**config.mk**
```make
export PLATFORM = sky130hd
export DESIGN_NAME = back_icon_tx_arbiter_flat
export DESIGN_NICKNAME = d
export VERILOG_FILES = /design/src/rtl/back_icon_tx_arbiter_if.sv /design/src/rtl/back_icon_tx_arbiter.sv /design/src/flat_wrapper.sv
export SDC_FILE = /design/constraint.sdc
export NUM_CORES = 1
export LEC_CHECK = 0
export ABC_CLOCK_PERIOD_IN_PS = 3700
export CORE_UTILIZATION = 50
export CTS_CLUSTER_DIAMETER = 80
export DETAILED_ROUTE_END_ITERATION = 12
export GPL_ROUTABILITY_DRIVEN = 0
export PLACE_DENSITY_LB_ADDON = 0.08
export SLEW_MARGIN = 20
export SYNTH_ARGS = -nofsm -noshare
export SYNTH_HDL_FRONTEND = slang
export SYNTH_SLANG_ARGS = --single-unit
```
**constraint.sdc**
```tcl
create_clock -name clk -period 3.7 [get_ports clk]
set_clock_uncertainty 0.1 [all_clocks]
set_input_delay 0.37 -clock clk [delete_from_list [all_inputs] [get_ports clk]]
set_output_delay 0.37 -clock clk [all_outputs]
set_load 0.01 [all_outputs]
```
**src/rtl/back_icon_tx_arbiter_if.sv**
```systemverilog
// Channel/arbiter handshake bundle for the icon tx-buffer arbiter.
// master = icon controller side, slave = arbiter side.
interface back_icon_tx_arbiter_if #(
    parameter int NUM_ICON_CHANNELS = 4,
    parameter int NUM_EUS           = 8
);
    localparam int EU_W = (NUM_EUS > 1) ? $clog2(NUM_EUS) : 1;

    logic [NUM_ICON_CHANNELS-1:0]           req_valid_i;
    logic [NUM_ICON_CHANNELS-1:0][EU_W-1:0] req_euidx_i;
    logic [NUM_ICON_CHANNELS-1:0]           done_i;
    logic [NUM_ICON_CHANNELS-1:0]           grant_o;
    logic [NUM_EUS-1:0]                     busy_eus_o;
    logic [NUM_ICON_CHANNELS-1:0]           timeout_o;

    modport master (
        output req_valid_i, req_euidx_i, done_i,
        input  grant_o, busy_eus_o, timeout_o
    );

    modport slave (
        input  req_valid_i, req_euidx_i, done_i,
        output grant_o, busy_eus_o, timeout_o
    );
endinterface

```
**src/rtl/back_icon_tx_arbiter.sv**
```systemverilog
// Per-EU round-robin arbiter granting each EU's tx buffer to one icon channel at a time.
// Optional hold watchdog enabled by defining BACK_ICON_TX_ARB_TIMEOUT_EN.
module back_icon_tx_arbiter #(
    parameter int NUM_ICON_CHANNELS = 4,
    parameter int NUM_EUS           = 8,
    parameter int MAX_HOLD_CYCLES   = 15
) (
    input logic clk,
    input logic reset_n,
    back_icon_tx_arbiter_if.slave bus
);
    localparam int CH_W = (NUM_ICON_CHANNELS > 1) ? $clog2(NUM_ICON_CHANNELS) : 1;
    localparam int EU_W = (NUM_EUS > 1) ? $clog2(NUM_EUS) : 1;

    typedef enum logic {EU_IDLE, EU_OWNED} eu_state_t;
    typedef logic [CH_W-1:0] ch_idx_t;

    eu_state_t state_q [NUM_EUS];
    eu_state_t state_d [NUM_EUS];
    ch_idx_t   owner_q [NUM_EUS];
    ch_idx_t   owner_d [NUM_EUS];
    ch_idx_t   rr_q    [NUM_EUS];
    ch_idx_t   rr_d    [NUM_EUS];

    logic [NUM_ICON_CHANNELS-1:0] grant_q, grant_d;
    logic [NUM_EUS-1:0]           busy_q, busy_d;
    logic [NUM_ICON_CHANNELS-1:0] timeout_d;

`ifdef BACK_ICON_TX_ARB_TIMEOUT_EN
    localparam int HOLD_W = $clog2(MAX_HOLD_CYCLES + 1);
    logic [HOLD_W-1:0]            hold_q [NUM_EUS];
    logic [HOLD_W-1:0]            hold_d [NUM_EUS];
    logic [NUM_ICON_CHANNELS-1:0] timeout_q;
`endif

    // First set bit of cand searching cyclically from start; MSB flags a hit.
    function automatic logic [CH_W:0] pick_from(input logic [NUM_ICON_CHANNELS-1:0] cand,
                                                 input ch_idx_t start);
        logic    found;
        ch_idx_t sel;
        ch_idx_t probe;
        int      idx;
        found = 1'b0;
        sel   = '0;
        for (int k = 0; k < NUM_ICON_CHANNELS; k++) begin
            idx = int'(start) + k;
            if (idx >= NUM_ICON_CHANNELS) idx = idx - NUM_ICON_CHANNELS;
            probe = ch_idx_t'(idx);
            if (!found && cand[probe]) begin
                found = 1'b1;
                sel   = probe;
            end
        end
        return {found, sel};
    endfunction

    function automatic ch_idx_t wrap_inc(input ch_idx_t c);
        return (int'(c) + 1 >= NUM_ICON_CHANNELS) ? '0 : c + 1'b1;
    endfunction

    always_comb begin
        logic [NUM_ICON_CHANNELS-1:0] cand;
        logic [NUM_ICON_CHANNELS-1:0] cand_ex;
        logic [CH_W:0]                pick;
        logic                         rel;
        logic                         forced;
        ch_idx_t                      o;
        ch_idx_t                      nxt;

        state_d   = state_q;
        owner_d   = owner_q;
        rr_d      = rr_q;
        grant_d   = '0;
        busy_d    = '0;
        timeout_d = '0;
        cand      = '0;
        cand_ex   = '0;
        pick      = '0;
        rel       = 1'b0;
        forced    = 1'b0;
        o         = '0;
        nxt       = '0;
`ifdef BACK_ICON_TX_ARB_TIMEOUT_EN
        hold_d    = hold_q;
`endif

        for (int e = 0; e < NUM_EUS; e++) begin
            for (int ch = 0; ch < NUM_ICON_CHANNELS; ch++) begin
                cand[ch] = bus.req_valid_i[ch] && (bus.req_euidx_i[ch] == EU_W'(e));
            end
            o = owner_q[e];

            case (state_q[e])
                EU_IDLE: begin
                    pick = pick_from(cand, rr_q[e]);
                    if (pick[CH_W]) begin
                        state_d[e] = EU_OWNED;
                        owner_d[e] = pick[CH_W-1:0];
                    end
                end
                EU_OWNED: begin
                    // A dropped request or a changed EU index both count as the owner letting go.
                    rel = !cand[o] || bus.done_i[o];
`ifdef BACK_ICON_TX_ARB_TIMEOUT_EN
                    forced = !rel && (hold_q[e] == HOLD_W'(MAX_HOLD_CYCLES));
`else
                    forced = 1'b0;
`endif
                    if (rel || forced) begin
                        nxt       = wrap_inc(o);
                        rr_d[e]   = nxt;
                        cand_ex   = cand;
                        cand_ex[o] = 1'b0;
                        pick      = pick_from(cand_ex, nxt);
                        timeout_d[o] = forced;
                        if (pick[CH_W]) begin
                            owner_d[e] = pick[CH_W-1:0];
                        end else begin
                            state_d[e] = EU_IDLE;
                        end
`ifdef BACK_ICON_TX_ARB_TIMEOUT_EN
                        hold_d[e] = '0;
                    end else if (hold_q[e] != HOLD_W'(MAX_HOLD_CYCLES)) begin
                        hold_d[e] = hold_q[e] + 1'b1;
`endif
                    end
                end
                default: state_d[e] = EU_IDLE;
            endcase

            if (state_d[e] == EU_OWNED) begin
                grant_d[owner_d[e]] = 1'b1;
                busy_d[e]           = 1'b1;
            end
        end
    end

    always_ff @(posedge clk) begin
        if (!reset_n) begin
            for (int e = 0; e < NUM_EUS; e++) begin
                state_q[e] <= EU_IDLE;
                owner_q[e] <= '0;
                rr_q[e]    <= '0;
`ifdef BACK_ICON_TX_ARB_TIMEOUT_EN
                hold_q[e]  <= '0;
`endif
            end
            grant_q <= '0;
            busy_q  <= '0;
`ifdef BACK_ICON_TX_ARB_TIMEOUT_EN
            timeout_q <= '0;
`endif
        end else begin
            state_q <= state_d;
            owner_q <= owner_d;
            rr_q    <= rr_d;
            grant_q <= grant_d;
            busy_q  <= busy_d;
`ifdef BACK_ICON_TX_ARB_TIMEOUT_EN
            hold_q    <= hold_d;
            timeout_q <= timeout_d;
`endif
        end
    end

    assign bus.grant_o    = grant_q;
    assign bus.busy_eus_o = busy_q;
`ifdef BACK_ICON_TX_ARB_TIMEOUT_EN
    assign bus.timeout_o  = timeout_q;
`else
    assign bus.timeout_o  = '0;
`endif

endmodule

```
**src/flat_wrapper.sv**
```systemverilog
// flat-port wrapper written by rule: the top's interface ports become plain ports
module back_icon_tx_arbiter_flat 
#(
    parameter int NUM_ICON_CHANNELS = 4,
    parameter int NUM_EUS           = 8,
    parameter int MAX_HOLD_CYCLES   = 15
)
  (clk, reset_n, bus_req_valid_i, bus_req_euidx_i, bus_done_i, bus_grant_o, bus_busy_eus_o, bus_timeout_o);
  back_icon_tx_arbiter_if #(.NUM_ICON_CHANNELS(NUM_ICON_CHANNELS), .NUM_EUS(NUM_EUS)) bus_i ();
  input logic clk;
  input logic reset_n;
  input wire logic [$bits(bus_i.req_valid_i)-1:0] bus_req_valid_i;
  input wire logic [$bits(bus_i.req_euidx_i)-1:0] bus_req_euidx_i;
  input wire logic [$bits(bus_i.done_i)-1:0] bus_done_i;
  output wire logic [$bits(bus_i.grant_o)-1:0] bus_grant_o;
  output wire logic [$bits(bus_i.busy_eus_o)-1:0] bus_busy_eus_o;
  output wire logic [$bits(bus_i.timeout_o)-1:0] bus_timeout_o;
  assign bus_i.req_valid_i = bus_req_valid_i;
  assign bus_i.req_euidx_i = bus_req_euidx_i;
  assign bus_i.done_i = bus_done_i;
  assign bus_grant_o = bus_i.grant_o;
  assign bus_busy_eus_o = bus_i.busy_eus_o;
  assign bus_timeout_o = bus_i.timeout_o;
  back_icon_tx_arbiter #(.NUM_ICON_CHANNELS(NUM_ICON_CHANNELS), .NUM_EUS(NUM_EUS), .MAX_HOLD_CYCLES(MAX_HOLD_CYCLES)) u_core (.clk(clk), .reset_n(reset_n), .bus(bus_i));
endmodule
```
Fig. 1: run 1, placement view
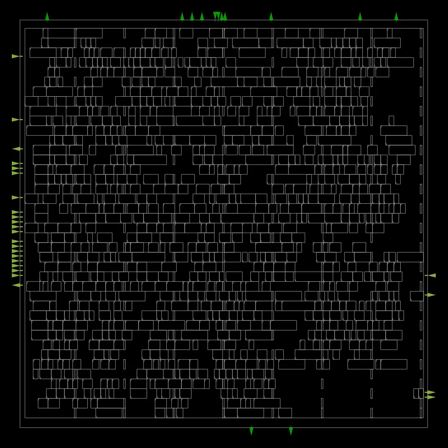
non-filler instance count after layout: 1108
Taps Inserted: 168
FF+latch count: 44

Fig. 2: run 1, cell density map
Drawn at 3 px/um. 11 x 11 tiles, from dark blue (low) to red (high), 0 to 100% covered.
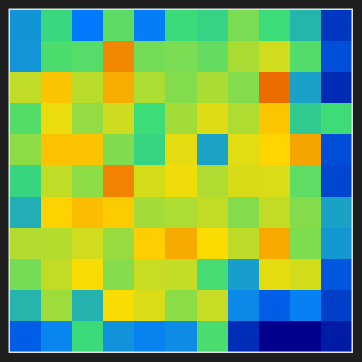
fullest tile: 88%
mean over tiles: 54%
emptiest ninth of the die: bottom right
tiles over 75% full: 13%
Core Area: 12100 um^2
core utilization at floorplan: 51.6%
Util after Layout: 59.7%

Fig. 3: run 1, I/O nets highlighted
Drawn at 3 px/um.
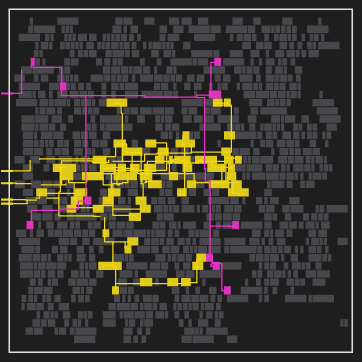
| port | color | bits | direction | edge | end cells | buffers | wire |
|---|---|---|---|---|---|---|---|
| reset_n | magenta | 1 | input | left | 10 | 1 | 244 um |
| bus_req_valid_i | yellow | 4 | input | left | 71 | 9 | 672 um |
io pins: 38
Port Buf Inserts: 33

[run 1: stage by stage]
step / hold WS [ns] / utilization [%] / setup WS [ns] / setup TNS (ns)
2_1_floorplan: 0.360 / - / 0.521 / 0
3_3_place_gp: 0.378 / 58.6 / 0.0311 / 0
3_5_place_dp: 0.380 / 58.6 / -0.00508 / -0.00508
4_1_cts: 0.389 / 59.7 / 0.314 / 0
5_1_grt: 0.421 / 59.7 / 0.0257 / 0
6_report: 0.389 / 59.7 / 0.227 / 0
[run 1: critical path: stages]
cell,delay [ns]
clkdlybuf4s50_1,0.64
buf_4,0.23
nand4b_1,0.40
o22ai_1,0.41
or2_2,0.20
a211oi_1,0.07
a211oi_1,0.51
o32ai_1,0.18
a211oi_1,0.33
a41oi_1,0.19
==> GITHUB_STEP_SUMMARY, run 1 <==
### Yosys + OpenROAD results

| Metric | Value |
|---|---|
| Sequential group power | just under 700 uW |
| Largest net degree at the start of global routing | 34 |
| RSZ-0062 raised after global routing | no |
| Multiplexer share | 1.82% |
| Clock slew seen by the registers of the worst setup and hold paths | around 0.070 ns |
| Final critical-path share of the clock period | 93.9% |
| Vias per cell | 6.90 |
| Mean instance size in the synthesized netlist | 7.07 um^2 |
| Met1 WL | 9.45 mm |
| Depth of the worst hold-timing path | 2 |
| Commonest cells after routing, fill and taps aside | nor2_1, buf_4, a21oi_1 |
| Largest cells by area | dfxtp_1, ha_1, nor2_1 |
| Number of diodes | 0 |
| Status | complete, no violations |
| Root buffer cell | clkbuf_16 |
| Met2 wire length | between 9 and 10 mm |
| Required arrival time at the worst endpoint | 3.75 ns |
| Setup-violating endpoint count in the final report | 0 |
| Total net switching power | 1090 uW |
| Post-placement cell count | roughly 1100 |
| Maximum operating frequency | 0.288 GHz |
| Overall die area | around 13000 um^2 |
| Worst IR drop on VDD | 177 uV |
| Total Wirelength | 21.7 mm |
| Biggest cell category by area in the final layout | multi-input combinational cells |
| Leading area contributor after synthesis | dfxtp_1 |
| Startpoint of the most critical register-to-register path | u_core.owner_q[11] |
| Number of sinks handled by clock tree synthesis | around 44 |
| Met2 demand-to-capacity share in global routing | between 50 and 60% |
| 1st-iter DRT viols | 920 |
| Leading post-synthesis cells by instance count | nor2_1, a21oi_1, o21ai_0, nand2_1, dfxtp_1 |
==> inputs of run 2 (changes only) <==
SLEW_MARGIN = default   (was 20)
Fig. 4: run 2, I/O nets highlighted
Drawn at 3 px/um.
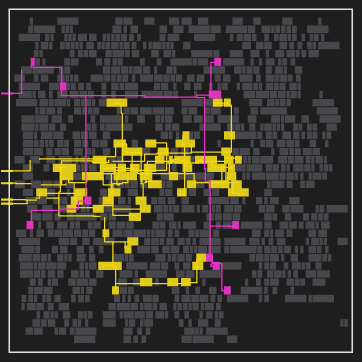
| port | color | bits | direction | edge | end cells | buffers | wire |
|---|---|---|---|---|---|---|---|
| bus_req_valid_i | yellow | 4 | input | left | 71 | 9 | 672 um |
| reset_n | magenta | 1 | input | left | 10 | 1 | 244 um |

==> run 2 against run 1 <==
Compared with the run above: cell count unchanged; die area stayed put; non-clock buffer count unchanged; critical path depth unchanged; largest cell class unchanged; largest power group unchanged; highest routed layer unchanged.
==> GITHUB_STEP_SUMMARY, run 2 <==
### Yosys + OpenROAD results

| Metric | Value |
|---|---|
| Overall die area | roughly 13000 um^2 |
| Core Area | around 12000 um^2 |
| Util after Layout | 59.7% |
| Mean instance size in the synthesized netlist | 7.07 um^2 |
| RSZ-0062 raised after global routing | no |
| 1st-iter DRT viols | 920 |
| Status | complete, no violations |
| Largest cells by area | dfxtp_1, ha_1, nor2_1 |
| Total Wirelength | between 20 and 25 mm |
| Biggest cell category by area in the final layout | multi-input combinational cells |
| Cell mode on critical path | a211oi_1 |
| Non-filler instance count after layout | 1108 |
| Met2 wire length | 9.49 mm |
| Commonest cells after routing, fill and taps aside | nor2_1, buf_4, a21oi_1 |
| Sequence of cells on the critical path | clkdlybuf4s50_1, buf_4, nand4b_1, o22ai_1, or2_2, a211oi_1, a211oi_1, o32ai_1, a211oi_1, a41oi_1 |
| Kind of cell with the highest combined delay on the critical path | AND-OR/OR-AND gates |
| Number of diodes | 0 |
| Leading area contributor after synthesis | dfxtp_1 |
| Multiplexer share | 1.82% |
| Post-placement cell count | 1101 |
| Met1 WL | 9.45 mm |
==> run 2: cell counts in the layout (fill, tap and decap cells not counted) <==
Identical to the previous run, type by type.
==> run 2: power groups by stage <==
stage	Clock [uW]	Sequential [uW]	Combinational, uW
detailed placement	0	674	1250
CTS	472	665	1250
floorplan	0	624	889
global placement	0	673	1220
finish	466	674	1290
global route	488	683	1390
==> run 2: final timing paths <==
| check | cells after the start | slack [ns] | startpoint | end |
|---|---|---|---|---|
| min | 2 | 0.39 | u_core.rr_q[5] | u_core.rr_q[5] |
| min reg2reg | 2 | 0.39 | u_core.rr_q[5] | u_core.rr_q[5] |
| max | 10 | 0.23 | bus_req_euidx_i[2] | u_core.bus.grant_o[0] |
| max reg2reg | 11 | 0.25 | u_core.owner_q[11] | u_core.bus.grant_o[3] |
Power is estimated from default activity; no workload was simulated.
